run_1/layer_met1.png
Scale: 4 px per um. Supply wires on this layer in grey.
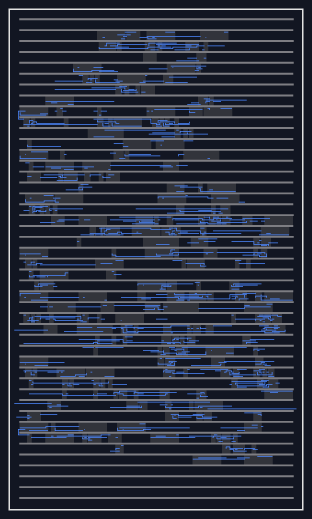
run_1/layer_met2.png
Scale: 4 px per um.
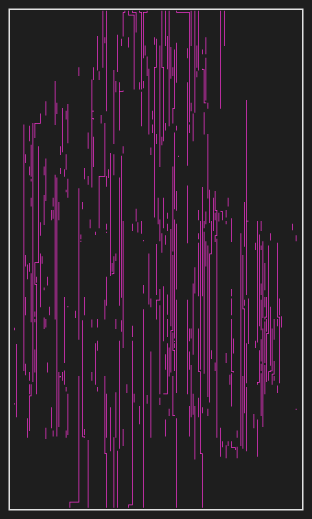
run_1/layer_met3.png
Scale: 6 px per um.
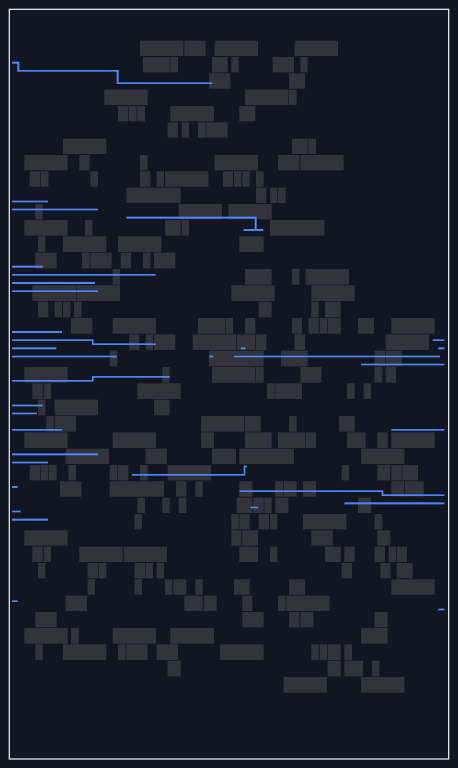
$ cat src/rtl/rtc_access_seq.sv
// rtl/rtc_access_seq.sv - V3023 RTC register access sequencer ahead of the transfer stage.
// Optional readback-after-write verification: define RTC_WRITE_VERIFY_EN.
module rtc_access_seq #(
    parameter int TIMEOUT = 63,
    parameter int DATA_W  = 8
) (
    input  logic              clk,
    input  logic              reset,
    input  logic              req_valid,
    output logic              req_ready,
    input  logic              req_read,
    input  logic [DATA_W-1:0] req_addr,
    input  logic [DATA_W-1:0] req_wdata,
    output logic              rsp_valid,
    output logic [DATA_W-1:0] rsp_rdata,
    output logic              rsp_err,
    output logic              acc,
    output logic              acc_read,
    input  logic              ad_n,
    input  logic              cs_n,
    input  logic              rd_n,
    output logic [DATA_W-1:0] bus_out,
    output logic              bus_oe,
    input  logic [DATA_W-1:0] bus_in
);
    localparam int CNT_W = 6;
    localparam logic [CNT_W-1:0] CNT_MAX = CNT_W'(TIMEOUT);

    typedef enum logic [1:0] {S_IDLE, S_ADDR, S_DATA, S_DONE} state_t;

    state_t            r_state, w_state_nxt;
    logic [DATA_W-1:0] r_addr, w_addr_nxt;
    logic [DATA_W-1:0] r_wdata, w_wdata_nxt;
    logic              r_read, w_read_nxt;
    logic [CNT_W-1:0]  r_cnt, w_cnt_nxt;
    logic              r_ad_n_q, r_cs_n_q;
    logic [DATA_W-1:0] r_cap, w_cap_nxt;
    logic              r_req_ready, w_req_ready_nxt;
    logic              r_acc, w_acc_nxt;
    logic              r_acc_read, w_acc_read_nxt;
    logic [DATA_W-1:0] r_bus_out, w_bus_out_nxt;
    logic              r_bus_oe, w_bus_oe_nxt;
    logic              r_rsp_valid, w_rsp_valid_nxt;
    logic [DATA_W-1:0] r_rsp_rdata, w_rsp_rdata_nxt;
    logic              r_rsp_err, w_rsp_err_nxt;

    logic w_ad_rise, w_cs_rise, w_timeout, w_rd_sample, w_rd_access;

    assign w_ad_rise   = ad_n & ~r_ad_n_q;
    assign w_cs_rise   = cs_n & ~r_cs_n_q;
    assign w_timeout   = (r_cnt == CNT_MAX);
    // rd_n may float; only a solid 0 counts as an active read strobe
    assign w_rd_sample = (cs_n == 1'b0) && (rd_n == 1'b0);

`ifdef RTC_WRITE_VERIFY_EN
    logic r_verify, w_verify_nxt;
    assign w_rd_access = r_read | r_verify;
`else
    assign w_rd_access = r_read;
`endif

    always_ff @(posedge clk) begin
        if (reset) begin
            r_state     <= S_IDLE;
            r_addr      <= '0;
            r_wdata     <= '0;
            r_read      <= 1'b0;
            r_cnt       <= '0;
            r_ad_n_q    <= 1'b1;
            r_cs_n_q    <= 1'b1;
            r_cap       <= '0;
            r_req_ready <= 1'b1;
            r_acc       <= 1'b0;
            r_acc_read  <= 1'b0;
            r_bus_out   <= '0;
            r_bus_oe    <= 1'b0;
            r_rsp_valid <= 1'b0;
            r_rsp_rdata <= '0;
            r_rsp_err   <= 1'b0;
`ifdef RTC_WRITE_VERIFY_EN
            r_verify    <= 1'b0;
`endif
        end else begin
            r_state     <= w_state_nxt;
            r_addr      <= w_addr_nxt;
            r_wdata     <= w_wdata_nxt;
            r_read      <= w_read_nxt;
            r_cnt       <= w_cnt_nxt;
            r_ad_n_q    <= ad_n;
            r_cs_n_q    <= cs_n;
            r_cap       <= w_cap_nxt;
            r_req_ready <= w_req_ready_nxt;
            r_acc       <= w_acc_nxt;
            r_acc_read  <= w_acc_read_nxt;
            r_bus_out   <= w_bus_out_nxt;
            r_bus_oe    <= w_bus_oe_nxt;
            r_rsp_valid <= w_rsp_valid_nxt;
            r_rsp_rdata <= w_rsp_rdata_nxt;
            r_rsp_err   <= w_rsp_err_nxt;
`ifdef RTC_WRITE_VERIFY_EN
            r_verify    <= w_verify_nxt;
`endif
        end
    end

    always_comb begin
        w_state_nxt     = r_state;
        w_addr_nxt      = r_addr;
        w_wdata_nxt     = r_wdata;
        w_read_nxt      = r_read;
        w_cnt_nxt       = r_cnt;
        w_cap_nxt       = r_cap;
        w_req_ready_nxt = r_req_ready;
        w_acc_nxt       = r_acc;
        w_acc_read_nxt  = r_acc_read;
        w_bus_out_nxt   = r_bus_out;
        w_bus_oe_nxt    = r_bus_oe;
        w_rsp_valid_nxt = 1'b0;
        w_rsp_rdata_nxt = r_rsp_rdata;
        w_rsp_err_nxt   = r_rsp_err;
`ifdef RTC_WRITE_VERIFY_EN
        w_verify_nxt    = r_verify;
`endif
        case (r_state)
            S_IDLE: begin
                w_req_ready_nxt = 1'b1;
                if (req_valid) begin
                    w_addr_nxt      = req_addr;
                    w_wdata_nxt     = req_wdata;
                    w_read_nxt      = req_read;
                    w_acc_nxt       = 1'b1;
                    w_acc_read_nxt  = req_read;
                    w_bus_out_nxt   = req_addr;
                    w_bus_oe_nxt    = 1'b1;
                    w_cnt_nxt       = '0;
                    w_req_ready_nxt = 1'b0;
                    w_state_nxt     = S_ADDR;
`ifdef RTC_WRITE_VERIFY_EN
                    w_verify_nxt    = 1'b0;
`endif
                end
            end
            S_ADDR: begin
                if (w_ad_rise) begin
                    w_acc_nxt = 1'b0;
                    // release the bus before transfer can pull rd_n low
                    if (w_rd_access) w_bus_oe_nxt = 1'b0;
                    else             w_bus_out_nxt = r_wdata;
                    w_cnt_nxt   = '0;
                    w_state_nxt = S_DATA;
                end else if (w_timeout) begin
                    w_acc_nxt       = 1'b0;
                    w_bus_oe_nxt    = 1'b0;
                    w_rsp_valid_nxt = 1'b1;
                    w_rsp_err_nxt   = 1'b1;
                    w_state_nxt     = S_DONE;
                end else begin
                    w_cnt_nxt = r_cnt + 1'b1;
                end
            end
            S_DATA: begin
                if (w_rd_access && w_rd_sample) w_cap_nxt = bus_in;
                // a completion edge wins over a coincident timeout
                if (w_cs_rise) begin
`ifdef RTC_WRITE_VERIFY_EN
                    if (!r_read && !r_verify) begin
                        w_verify_nxt   = 1'b1;
                        w_acc_nxt      = 1'b1;
                        w_acc_read_nxt = 1'b1;
                        w_bus_out_nxt  = r_addr;
                        w_bus_oe_nxt   = 1'b1;
                        w_cnt_nxt      = '0;
                        w_state_nxt    = S_ADDR;
                    end else begin
                        w_bus_oe_nxt    = 1'b0;
                        w_rsp_valid_nxt = 1'b1;
                        w_rsp_rdata_nxt = r_cap;
                        w_rsp_err_nxt   = r_verify && (r_cap != r_wdata);
                        w_state_nxt     = S_DONE;
                    end
`else
                    w_bus_oe_nxt    = 1'b0;
                    w_rsp_valid_nxt = 1'b1;
                    if (r_read) w_rsp_rdata_nxt = r_cap;
                    w_rsp_err_nxt   = 1'b0;
                    w_state_nxt     = S_DONE;
`endif
                end else if (w_timeout) begin
                    w_acc_nxt       = 1'b0;
                    w_bus_oe_nxt    = 1'b0;
                    w_rsp_valid_nxt = 1'b1;
                    w_rsp_err_nxt   = 1'b1;
                    w_state_nxt     = S_DONE;
                end else begin
                    w_cnt_nxt = r_cnt + 1'b1;
                end
            end
            S_DONE: begin
                w_req_ready_nxt = 1'b1;
                w_state_nxt     = S_IDLE;
            end
            default: begin
                w_state_nxt = S_IDLE;
            end
        endcase
    end

    assign req_ready = r_req_ready;
    assign acc       = r_acc;
    assign acc_read  = r_acc_read;
    assign bus_out   = r_bus_out;
    assign bus_oe    = r_bus_oe;
    assign rsp_valid = r_rsp_valid;
    assign rsp_rdata = r_rsp_rdata;
    assign rsp_err   = r_rsp_err;

endmodule

$ cat config.mk
export PLATFORM = sky130hd
export DESIGN_NAME = rtc_access_seq
export DESIGN_NICKNAME = d
export VERILOG_FILES = /design/src/rtl/rtc_access_seq.sv
export SDC_FILE = /design/constraint.sdc
export NUM_CORES = 1
export LEC_CHECK = 0
export CORE_ASPECT_RATIO = 1.75
export CORE_MARGIN = 2
export CORE_UTILIZATION = 25
export DETAILED_ROUTE_END_ITERATION = 8
export DONT_BUFFER_PORTS = 1
export GPL_TIMING_DRIVEN = 0
export PLACE_DENSITY = 0.35
export RECOVER_POWER = 25
export SLEW_MARGIN = 0
export SYNTH_ARGS = -nofsm -noshare
export SYNTH_HDL_FRONTEND = slang
export SYNTH_SLANG_ARGS = --single-unit
export TNS_END_PERCENT = 10
$ cat constraint.sdc
create_clock -name clk -period 3.3 [get_ports clk]
set_clock_uncertainty 0.2 [all_clocks]
set_input_delay 0.99 -clock clk [delete_from_list [all_inputs] [get_ports clk]]
set_output_delay 0.99 -clock clk [all_outputs]
set_load 0.005 [all_outputs]
==> impl_metrics.env, run 1 <==
# physical design summary
export IMPL_post_cts_buffers=0
export IMPL_reg2regPathDepth=6
export IMPL_rsz0062_at_grt="no"
export IMPL_die_x_um=73.0
export IMPL_final_period_utilization=0.691
export IMPL_status="finished clean"
export IMPL_holdBufCountCts=0
export IMPL_yosys_warnings=0
export IMPL_power_total_mw=1.40
export IMPL_peakVddDrop_uv=215
export IMPL_setup_worst_path_start="r_state[0]"
export IMPL_comb_power_share=0.176
export IMPL_flops=48
export IMPL_dp_cells=328
export IMPL_antenna_cells=0
export IMPL_io_buffers=0
export IMPL_xor_share=0
export IMPL_htreeDepth=2
export IMPL_crit_path_start_kind="flip-flop"
export IMPL_p_sw_frac=0.288
export IMPL_worstSetupPathType="reg -> reg"
export IMPL_buffers=11
export IMPL_max_freq_mhz=438
export IMPL_cts_made_buffers=5
export IMPL_power_leader="sequential cells"
export IMPL_layout_cells_non_filler=335
export IMPL_dr_pass1_iters=4
export IMPL_grt_max_degree=14
export IMPL_reg2reg_slack_ps=1020
export IMPL_synth_cellmix_simpleShare=0.212
export IMPL_place_congestion=0.808
export IMPL_worstMarginPinSlew_ps=856
export IMPL_postLayoutCellArea_um2=2330
Notes on layer_met1.png above:
main direction = horizontal
longest straight run = 31.7 um
total wire length: 5890 um
Via Count: 1645
met1 GRT Util: 0.143

Notes on layer_met2.png above:
wire length on this layer = 3250 um
longest straight run = 64.6 um
share of all routed wire = 55%

Notes on layer_met3.png above:
longest straight run = 34.0 um
main direction = horizontal

==> run 1: sequential cells by signal, indices dropped and copies added, names as in the netlist <==
name / flops
bus_oe: 1
rsp_valid: 1
r_wdata: 8
acc: 1
acc_read: 1
r_ad_n_q: 1
bus_out: 8
r_cap: 8
rsp_rdata: 8
rsp_err: 1
r_cnt: 6
r_cs_n_q: 1
r_state: 2
req_ready: 1
==> run 1: kinds of logic after synthesis <==
| kind of cell | Yosys count |
|---|---|
| flip-flops | 48 |
| AND/OR/NAND/NOR | 94 |
| buffers and inverters | 16 |
| multiplexers | 16 |
| adder cells (fa/ha/maj) | 6 |
| AND-OR/OR-AND | 56 |
==> run 1: cell usage after synthesis, drive strengths merged <==
cell,count,share of area
nor2b,4,0.012
ha,6,0.036
nand2b,2,0.0060
a21oi,24,0.058
or2,4,0.012
o21ai,7,0.017
nand4,2,0.0060
a31oi,1,0.0030
a41oi,1,0.0042
a311oi,2,0.0084
or3,1,0.0030
or3b,1,0.0054
buf,3,0.010
a21o,2,0.0072
o32ai,2,0.0084
nor3b,2,0.0072
nand2,44,0.079
nor2,21,0.038
nand3,3,0.0072
o22ai,1,0.0030
a22oi,1,0.0036
and2,1,0.0030
nand3b,2,0.0072
mux2i,16,0.077
and3b,1,0.0042
a211oi,13,0.058
clkbuf,8,0.014
nor3,3,0.012
dfxtp,48,0.46
inv,5,0.0090
or2b,1,0.0036
a32o,2,0.0096
and3,2,0.0060
==> run 1: routing by layer <==
layer	global-route usage	vias to the layer above	wire [um]
met2	0.251	37	3250
li1	-	835	-
met4	0.0458	0	65
met3	0.0534	4	398
met1	0.143	769	2180
met5	0	-	0
run_1/congestion.png
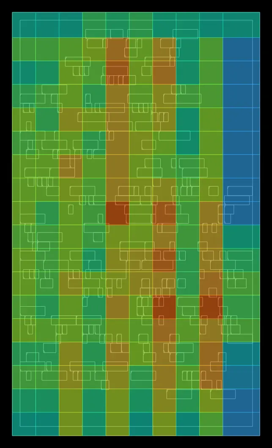

==> run 2: changes to the inputs <==
- PLACE_DENSITY: 0.35 -> 0.37
- clock period: 3.3 -> 2.05 ns (I/O delays scaled with it)
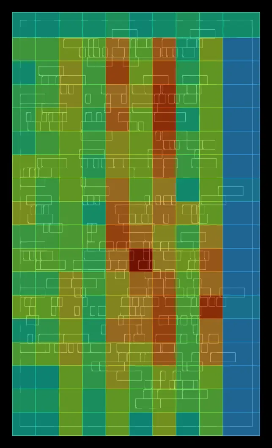
run_2/congestion.png
met1 GRT Util: 0.137
met2 usage: 0.247
Top Usage Layer GRT: met2
met3 Use GR: 0.0445
routed length per placed instance: 17.1 um

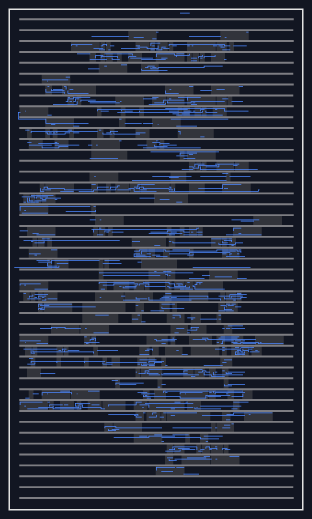
run_2/layer_met1.png
Scale: 4 px per um. Supply wires on this layer in grey.
longest straight run = 26.2 um
nets with wire on the layer = 262
share of all routed wire = 37%
main direction = horizontal
wire length on this layer = 2120 um

==> run 2 against run 1 <==
Worst setup slack worse by 980 ps. Final cell count rose by 1.2%. Area after synthesis unchanged. Sequential share of layout area shrank 2.3 points. Die size stayed put. Core utilization rose by 1.9 points. Clock power increased by 110%. Global-route usage down 0.27 points. Wire length is 1.7% lower. Power increased by 85%. Critical path type unchanged.
==> impl_metrics.env, run 2 <==
# physical design summary
export IMPL_top_cell_area_share=0.462
export IMPL_most_common_cell="dfxtp_1"
export IMPL_reg2regPathDepth=6
export IMPL_largest_area_cell="dfxtp_1"
export IMPL_yosys_warnings=0
export IMPL_layout_cells_non_filler=339
export IMPL_chip_area_um2=9100
export IMPL_ff_type="dfxtp_1"
export IMPL_die_x_um=73.0
export IMPL_max_freq_mhz=498
export IMPL_place_congestion=0.690
export IMPL_worstMarginPinSlew_ps=629
export IMPL_io_buffers=0
export IMPL_dr_pass1_iters=4
export IMPL_grt_max_degree=15
export IMPL_power_total_mw=2.60
export IMPL_setup_worst_path_start="r_state[0]"
export IMPL_tool_warnings=32
export IMPL_area_leaders="dfxtp_1, nand2_1, mux2i_1"
export IMPL_edf_count=0
export IMPL_via_count=1653
export IMPL_status="finished clean"
export IMPL_htreeDepth=2
export IMPL_antenna_cells=0
export IMPL_crit_path_cell_trace="inv_2 > ha_2 > and3b_2 > or3_4 > a21o_1 > a32o_1"
export IMPL_clk_path_buf_depth=2
export IMPL_dp_cells=328
export IMPL_synth_cellmix_simpleShare=0.212
export IMPL_topCombFamilyByArea="simple AND/OR/NAND/NOR gates"
export IMPL_synth_async_reset_ratio=0
export IMPL_comb_area_um2=1100
export IMPL_crit_path_start_kind="flip-flop"
export IMPL_drt_total_wl_um=5790
export IMPL_xor_share=0
export IMPL_postLayoutCellArea_um2=2490
export IMPL_worstSetupPathType="reg -> reg"
export IMPL_cts_made_buffers=5
export IMPL_cts_tree="yes"
-- run 2: cell types whose count changed in the layout (fill, tap and decap cells not counted), moves of 2 or more --
| cell | before | now |
|---|---|---|
| buf_4 | 0 | 2 |
| bufinv_16 | 0 | 2 |
| clkbuf_1 | 9 | 7 |
| dfxtp_1 | 48 | 46 |
| dfxtp_4 | 0 | 2 |
| nor2b_1 | 4 | 2 |
| nor3_2 | 2 | 0 |
| nor3_4 | 0 | 2 |
-- run 2: what timing repair did --
action | in CTS | in global routing
setup buffers | 1 | 2
hold buffers | 0 | 0
resized | 12 | 10
setup endpoints to repair | 24 | 28
pin swaps | 1 | 3
gates cloned | 1 | 0
-- run 2: stage by stage --
step,util,hold slack [ps]
detailed placement,0.268,243
floorplan,-,231
CTS,0.297,217
global placement,0.268,243
global route,0.303,218
finish,0.303,227
-- run 2: final cells by class --
cell class | count | area share
Clock inverter | 2 | 0.0242
Sequential cell | 48 | 0.390
Buffer | 11 | 0.0232
Multi-Input combinational cell | 172 | 0.441
Tap cell | 92 | 0.0463
Clock buffer | 5 | 0.0503
Timing Repair Buffer | 4 | 0.0176
Inverter | 5 | 0.00755
-- run 2: per-layer routing --
layer  routed length [um]  global-route usage  vias to the layer above
li1                     -                   -                      844
met1                 2120               0.137                      762
met2                 3190               0.247                       37
met3                  342              0.0445                       10
met4                  136              0.0588                        0
met5                    0                   0                        -
-- run 2: kinds of logic after synthesis --
group / Yosys count
and+or+nand+nor: 94
AOI/OAI and AO/OA: 56
DFF: 48
buffers and inverters: 16
muxes: 16
adders and majority gates: 6
-- run 2: power breakdown --
part | leakage, nW | switching, mW | internal (mW)
clock | 0.0899 | 0.362 | 0.693
combinational | 0.384 | 0.266 | 0.201
sequential | 0.393 | 0.0628 | 1.01
Power figures rest on the tool's default switching activity, not on a simulated workload.
